**The metal 1 layer**

Cells faint in the background.
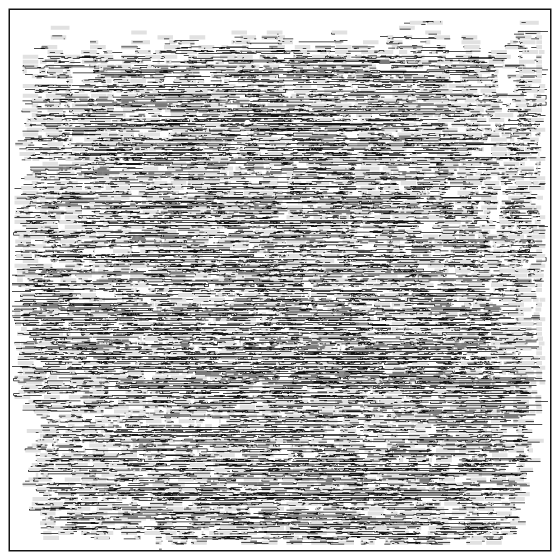
**The metal 2 layer**

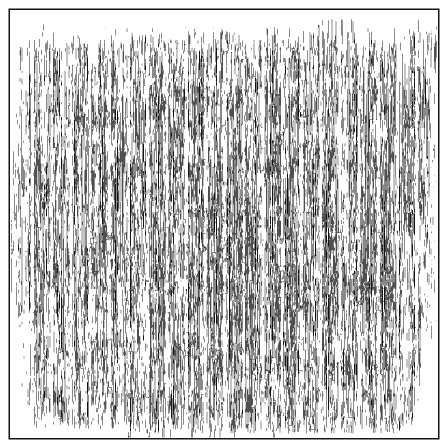
**Metal 4**

Cells faint in the background.
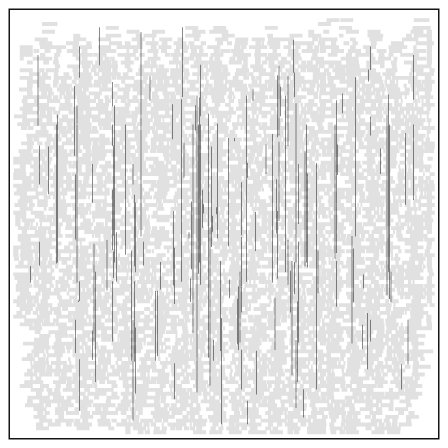
**Cell density map**

Scale bar: 100 um. The die is cut into 30 by 30 equal tiles; dark blue is low, red is high, 0 to 100% covered.
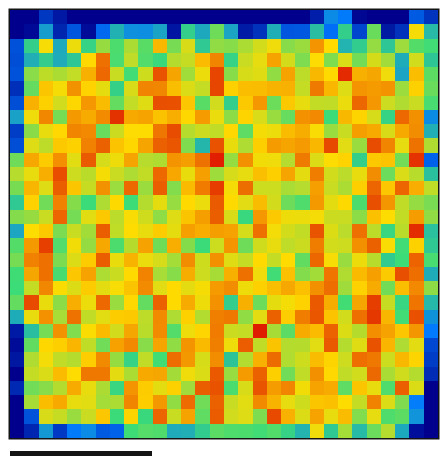
**Routing congestion map**

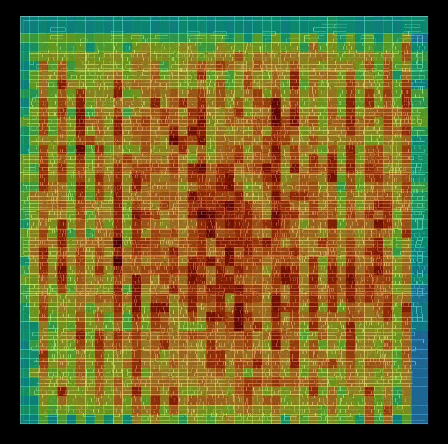
<file path="src/rtl/fir_pkg.sv">
// Shared types for the FIR tile configuration path: complex tap, tile command/tap-load words, sequencer states.
package fir_pkg;

    localparam int MAX_TAPS_DEFAULT = 32;
    localparam int DATA_W_DEFAULT   = 16;
    localparam int NUM_W_DEFAULT    = $clog2(MAX_TAPS_DEFAULT + 1);
    localparam int CNT_W_DEFAULT    = $clog2(MAX_TAPS_DEFAULT);

    typedef struct packed {
        logic [DATA_W_DEFAULT-1:0] data_r;
        logic [DATA_W_DEFAULT-1:0] data_i;
    } FIR_CPLX;

    typedef struct packed {
        logic                     valid;
        logic [NUM_W_DEFAULT-1:0] num;
        logic [1:0]               mode;
    } FIR_CONT_TO_TILE;

    typedef struct packed {
        logic                     valid;
        FIR_CPLX                  data;
        logic [CNT_W_DEFAULT-1:0] count;
    } FIR_TAP_LOAD;

    typedef enum logic [2:0] {
        ST_IDLE,
        ST_COLLECT,
        ST_CONFIG,
        ST_GAP,
        ST_LOAD,
        ST_DONE
    } fir_state_t;

endpackage

</file>
<file path="src/rtl/fir_tap_buf.sv">
// Tap coefficient store: one synchronous write port, one combinational read port, async clear.
module fir_tap_buf
    import fir_pkg::*;
#(
    parameter int DEPTH = MAX_TAPS_DEFAULT,
    parameter int W     = 2 * DATA_W_DEFAULT,
    parameter int AW    = $clog2(DEPTH)
) (
    input  logic          i_clk,
    input  logic          i_rst,
    input  logic          i_we,
    input  logic [AW-1:0] i_waddr,
    input  logic [W-1:0]  i_wdata,
    input  logic [AW-1:0] i_raddr,
    output logic [W-1:0]  o_rdata
);

    logic [W-1:0] r_mem [DEPTH];

    always_ff @(posedge i_clk or posedge i_rst) begin
        if (i_rst) begin
            for (int unsigned i = 0; i < DEPTH; i++) begin
                r_mem[i] <= '0;
            end
        end else if (i_we) begin
            r_mem[i_waddr] <= i_wdata;
        end
    end

    assign o_rdata = r_mem[i_raddr];

endmodule

</file>
<file path="src/rtl/fir_tap_sequencer.sv">
// Buffers host taps, then drives the FIR tile: command pulse, fixed gap, descending tap loads, done.
// FIR_TAP_SYM_EN: collect only ceil(num/2) taps and mirror them during the load phase.
module fir_tap_sequencer
    import fir_pkg::*;
#(
    parameter int MAX_TAPS   = MAX_TAPS_DEFAULT,
    parameter int DATA_W     = DATA_W_DEFAULT,
    parameter int GAP_CYCLES = 3,
    parameter int NUM_W      = $clog2(MAX_TAPS + 1),
    parameter int CNT_W      = $clog2(MAX_TAPS)
) (
    input  logic                clk,
    input  logic                rst,
    input  logic                cfg_valid,
    output logic                cfg_ready,
    input  logic [NUM_W-1:0]    cfg_num,
    input  logic [1:0]          cfg_mode,
    input  logic                tap_in_valid,
    output logic                tap_in_ready,
    input  logic [2*DATA_W-1:0] tap_in_data,
    output FIR_CONT_TO_TILE     from_cont,
    output FIR_TAP_LOAD         input_tap,
    output logic                busy,
    output logic                done,
    output logic                err
);

    localparam int GW = (GAP_CYCLES > 1) ? $clog2(GAP_CYCLES) : 1;

    fir_state_t      r_state, w_state;
    logic [NUM_W-1:0] r_num;
    logic [1:0]      r_mode;
    logic [CNT_W-1:0] r_idx, r_last, r_cnt, w_cnt;
    logic [GW-1:0]   r_gap, w_gap;
    logic            r_cfg_ready, r_tap_in_ready, r_busy, r_done, r_err;
    logic            w_done, w_err, w_cfg_acc, w_tap_acc, w_num_ok;
    FIR_CONT_TO_TILE r_from_cont, w_from_cont;
    FIR_TAP_LOAD     r_input_tap, w_input_tap;
    logic [CNT_W-1:0] w_load_cnt, w_raddr;
    logic [2*DATA_W-1:0] w_rdata;
    logic [NUM_W-1:0] w_need;

    // Count of the tap presented in the next cycle; the buffer is read one cycle ahead so the load word is registered.
    assign w_load_cnt = (r_state == ST_GAP) ? CNT_W'(r_num - 1'b1) : (r_cnt - 1'b1);

`ifdef FIR_TAP_SYM_EN
    logic [CNT_W-1:0] w_mirror;
    assign w_mirror = CNT_W'(r_num - 1'b1 - NUM_W'(w_load_cnt));
    assign w_raddr  = (w_load_cnt < w_mirror) ? w_load_cnt : w_mirror;
    assign w_need   = NUM_W'((cfg_num + 1'b1) >> 1);
`else
    assign w_raddr  = w_load_cnt;
    assign w_need   = cfg_num;
`endif

    assign w_num_ok = (cfg_num != '0) && (int'(cfg_num) <= MAX_TAPS);

    fir_tap_buf #(
        .DEPTH (MAX_TAPS),
        .W     (2 * DATA_W),
        .AW    (CNT_W)
    ) u_buf (
        .i_clk   (clk),
        .i_rst   (rst),
        .i_we    (w_tap_acc),
        .i_waddr (r_idx),
        .i_wdata (tap_in_data),
        .i_raddr (w_raddr),
        .o_rdata (w_rdata)
    );

    always_comb begin
        w_state     = r_state;
        w_cnt       = r_cnt;
        w_gap       = r_gap;
        w_from_cont = '0;
        w_input_tap = '0;
        w_done      = 1'b0;
        w_err       = 1'b0;
        w_cfg_acc   = 1'b0;
        w_tap_acc   = 1'b0;
        case (r_state)
            ST_IDLE: begin
                if (cfg_valid && r_cfg_ready) begin
                    if (w_num_ok) begin
                        w_cfg_acc = 1'b1;
                        w_state   = ST_COLLECT;
                    end else begin
                        w_err = 1'b1;
                    end
                end
            end
            ST_COLLECT: begin
                if (tap_in_valid && r_tap_in_ready) begin
                    w_tap_acc = 1'b1;
                    if (r_idx == r_last) begin
                        w_state           = ST_CONFIG;
                        w_from_cont.valid = 1'b1;
                        w_from_cont.num   = r_num;
                        w_from_cont.mode  = r_mode;
                    end
                end
            end
            ST_CONFIG: begin
                w_state = ST_GAP;
                w_gap   = '0;
            end
            ST_GAP: begin
                if (r_gap == GW'(GAP_CYCLES - 1)) begin
                    w_state           = ST_LOAD;
                    w_cnt             = w_load_cnt;
                    w_input_tap.valid = 1'b1;
                    w_input_tap.data  = w_rdata;
                    w_input_tap.count = w_load_cnt;
                end else begin
                    w_gap = r_gap + 1'b1;
                end
            end
            ST_LOAD: begin
                if (r_cnt == '0) begin
                    w_state = ST_DONE;
                    w_done  = 1'b1;
                end else begin
                    w_cnt             = w_load_cnt;
                    w_input_tap.valid = 1'b1;
                    w_input_tap.data  = w_rdata;
                    w_input_tap.count = w_load_cnt;
                end
            end
            ST_DONE:  w_state = ST_IDLE;
            default:  w_state = ST_IDLE;
        endcase
    end

    always_ff @(posedge clk or posedge rst) begin
        if (rst) begin
            r_state        <= ST_IDLE;
            r_num          <= '0;
            r_mode         <= '0;
            r_idx          <= '0;
            r_last         <= '0;
            r_cnt          <= '0;
            r_gap          <= '0;
            r_from_cont    <= '0;
            r_input_tap    <= '0;
            r_busy         <= 1'b0;
            r_done         <= 1'b0;
            r_err          <= 1'b0;
            r_cfg_ready    <= 1'b1;
            r_tap_in_ready <= 1'b0;
        end else begin
            r_state        <= w_state;
            r_cnt          <= w_cnt;
            r_gap          <= w_gap;
            r_from_cont    <= w_from_cont;
            r_input_tap    <= w_input_tap;
            r_done         <= w_done;
            r_err          <= w_err;
            r_busy         <= (w_state != ST_IDLE);
            r_cfg_ready    <= (w_state == ST_IDLE);
            r_tap_in_ready <= (w_state == ST_COLLECT);
            if (w_cfg_acc) begin
                r_num  <= cfg_num;
                r_mode <= cfg_mode;
                r_idx  <= '0;
                r_last <= CNT_W'(w_need - 1'b1);
            end else if (w_tap_acc) begin
                r_idx <= r_idx + 1'b1;
            end
        end
    end

    assign cfg_ready    = r_cfg_ready;
    assign tap_in_ready = r_tap_in_ready;
    assign from_cont    = r_from_cont;
    assign input_tap    = r_input_tap;
    assign busy         = r_busy;
    assign done         = r_done;
    assign err          = r_err;

endmodule

</file>
<file path="config.mk">
export PLATFORM = sky130hd
export DESIGN_NAME = fir_tap_sequencer
export DESIGN_NICKNAME = d
export VERILOG_FILES = /design/src/rtl/fir_pkg.sv /design/src/rtl/fir_tap_buf.sv /design/src/rtl/fir_tap_sequencer.sv
export SDC_FILE = /design/constraint.sdc
export NUM_CORES = 2
export LEC_CHECK = 0
export CAP_MARGIN = 10
export CORE_MARGIN = 2
export CORE_UTILIZATION = 57
export CTS_CLUSTER_DIAMETER = 30
export DETAILED_ROUTE_END_ITERATION = 10
export GPL_TIMING_DRIVEN = 0
export MAX_ROUTING_LAYER = met4
export PLACE_DENSITY_LB_ADDON = 0.15
export RECOVER_POWER = 50
export SETUP_SLACK_MARGIN = 0.4
export SYNTH_ARGS = -nofsm -noshare
export SYNTH_HDL_FRONTEND = slang
export SYNTH_HIERARCHICAL = 1
export SYNTH_SLANG_ARGS = --single-unit
</file>
<file path="constraint.sdc">
create_clock -name clk -period 33.1 [get_ports clk]
set_clock_uncertainty 0.2 [all_clocks]
set_input_delay 6.62 -clock clk [delete_from_list [all_inputs] [get_ports clk]]
set_output_delay 6.62 -clock clk [all_outputs]
set_load 0.05 [all_outputs]
</file>
==> out/qor.csv <==
stage,metric,value,unit
power_and_ir_drop,total_leakage_power,32.34,nW
grt,antenna_found_initial,3,
power_and_ir_drop,switchingPower,2.050,mW
synth,avgSynthCellArea,13.69,um^2
status,violations,"max-capacitance violations, max-slew violations",
finish,layout.cells.most_common_list,"1103 x dfrtp_1, 988 x mux2_2, 517 x mux2i_1",
clocking,clock_latency,0.79,ns
grt,grt_max_degree,55,
synth,synth_seq_share,0.5447,
final_timing,hold_ws,0.2728,ns
detailed_routing,drt-vias-per-instance,6.037,
critical_path,cp-start-kind,input pin,
critical_path,worstReg2RegStart,r_state[2]$_DFF_PP0_,
critical_path,end_kind,asynchronous set/reset pin,
clocking,cts_tree,built,
power_and_ir_drop,comb_power_share,0.339,
grt,grt_pass1_wl,213900,um
final_timing,fin_setup_tns,0,ns
place,dpl_cell_area,0.05378,mm^2
final_timing,tightestPinTransition,2.776,ns
place,numPortBuffers,95,
job,drv_cap,24,
status,status,"finished, violations left",
detailed_routing,initialDrtViolationCount,2571,
synth,fp_nets,3753,
place,dp_hpwl,101200,um
final_timing,drv_slew,883,
final_timing,period_minus_slack,15.24,ns
detailed_routing,dr.pass1.iters,5,
clocking,path_clk_slew,0.05,ns
clocking,numCtsBuffers,218,
critical_path,cp_common_cell,clkbuf_1,
## Picture notes: 'the metal 1 layer'
wire length on this layer: 60.5 mm
longest straight run: 111 um
met1 GRT Util: 0.4252
Vias: 32.65k

## Picture notes: 'the metal 2 layer'
longest straight run: 113 um
wire length on this layer: 65.9 mm
nets with wire on the layer: 3857
share of all routed wire: 46%
main direction: vertical
Detailed Route WL: 141900 um
grt met2 use: 0.4987

## Picture notes: 'metal 4'
nets with wire on the layer: 100
wire length on this layer: 7140 um
main direction: vertical
longest straight run: 209 um

## Picture notes: 'cell density map'
tiles over 75% full: 38%
nearly empty tiles: 3.7%
fullest tile: 97%
mean over tiles: 65%
emptiest ninth of the die: top left
final core occ: 0.6913
CORE AREA: 0.08824 mm^2
Initial Util: 0.5748

## Picture notes: 'routing congestion map'
met3 GRT Util: 0.05846
GR peak layer: met2
All-Layer GR Usage: 0.3275
wire per inst: 26.24 um

-- worst max-delay path: cells and delay by family --
kind                   cells  cell delay, ns
buffers and inverters      8            8.78
-- cell usage after synthesis, drive strengths merged, types with 34 or more instances --
master	count	share of area
nand2	125	0.0093
nand3	103	0.010
a21oi	110	0.011
nor2	34	0.0049
a22oi	96	0.014
mux2i	517	0.10
a22o	64	0.011
mux2	1034	0.23
nor3	40	0.0040
clkbuf	147	0.011
buf	181	0.026
dfrtp	1103	0.54
and2	44	0.0055
-- registers in the layout (all words and copies together), names as in the netlist --
name and count:
input_tap 38, r_gap 2, err 1, r_num 6, r_mode 2, tap_in_ready 1, busy 1, from_cont 9
r_cnt 5, u_buf/r_mem 1024, r_state 3, cfg_ready 1, r_last 5, r_idx 5, done 1
-- final cells by class --
class | count | area share
Antenna cell | 3 | 0.0001231
Timing Repair Buffer | 127 | 0.01842
Clock buffer | 294 | 0.1019
Clock inverter | 114 | 0.02642
Sequential cell | 1104 | 0.4529
Inverter | 11 | 0.0007179
Buffer | 328 | 0.03050
Multi-Input combinational cell | 2262 | 0.3451
Tap cell | 1165 | 0.02390
-- stage by stage --
stage	instances	setup slack, ns
3_5_place_dp	4996	23.21
5_1_grt	5405	16.35
3_3_place_gp	4965	5.914
2_1_floorplan	3705	12.17
6_report	5408	17.86
4_1_cts	5404	24.01
-- routing by layer --
layer | up-vias | global-route usage | part of all wire
li1 | 14160 | - | -
met1 | 17090 | 0.4252 | 0.43
met2 | 1078 | 0.4987 | 0.46
met3 | 317 | 0.05846 | 0.059
met4 | 0 | 0.1617 | 0.050
met5 | - | - | 0
-- power groups by stage --
stage / Clock, mW / Sequential (mW) / Combinational, mW
after floorplan: 0 / 1.47 / 1.17
after global placement: 0 / 1.47 / 1.86
after detailed placement: 0 / 1.47 / 1.87
after CTS: 2.31 / 1.45 / 1.89
after global routing: 2.39 / 1.46 / 1.99
final: 2.29 / 1.45 / 1.92
-- logic make-up after synthesis --
logic type	Yosys count	share of synthesized area
AND/OR/NAND/NOR	376	0.03888
buffers and inverters	339	0.03799
adder cells (fa/ha/maj)	4	0.0009868
AND-OR/OR-AND	313	0.04209
flip-flops	1104	0.5447
multiplexers	1551	0.3321
XOR/XNOR	18	0.003257
-- worst max-delay path by stage --
| stage | to | slack [ns] | start | depth (start not counted) |
|---|---|---|---|---|
| CTS | u_buf/r_mem[889]$_DFFE_PP0P_ | 24.01 | tap_in_valid | 7 |
| global route | u_buf/r_mem[133]$_DFFE_PP0P_ | 16.35 | rst | 8 |
| floorplan | u_buf/r_mem[0]$_DFFE_PP0P_ | 12.17 | rst | 1 |
| detailed placement | u_buf/r_mem[876]$_DFFE_PP0P_ | 23.21 | tap_in_valid | 7 |
| finish | u_buf/r_mem[225]$_DFFE_PP0P_ | 17.86 | rst | 8 |
| global placement | u_buf/r_mem[773]$_DFFE_PP0P_ | 5.91 | rst | 2 |
Power figures rest on the tool's default switching activity, not on a simulated workload.
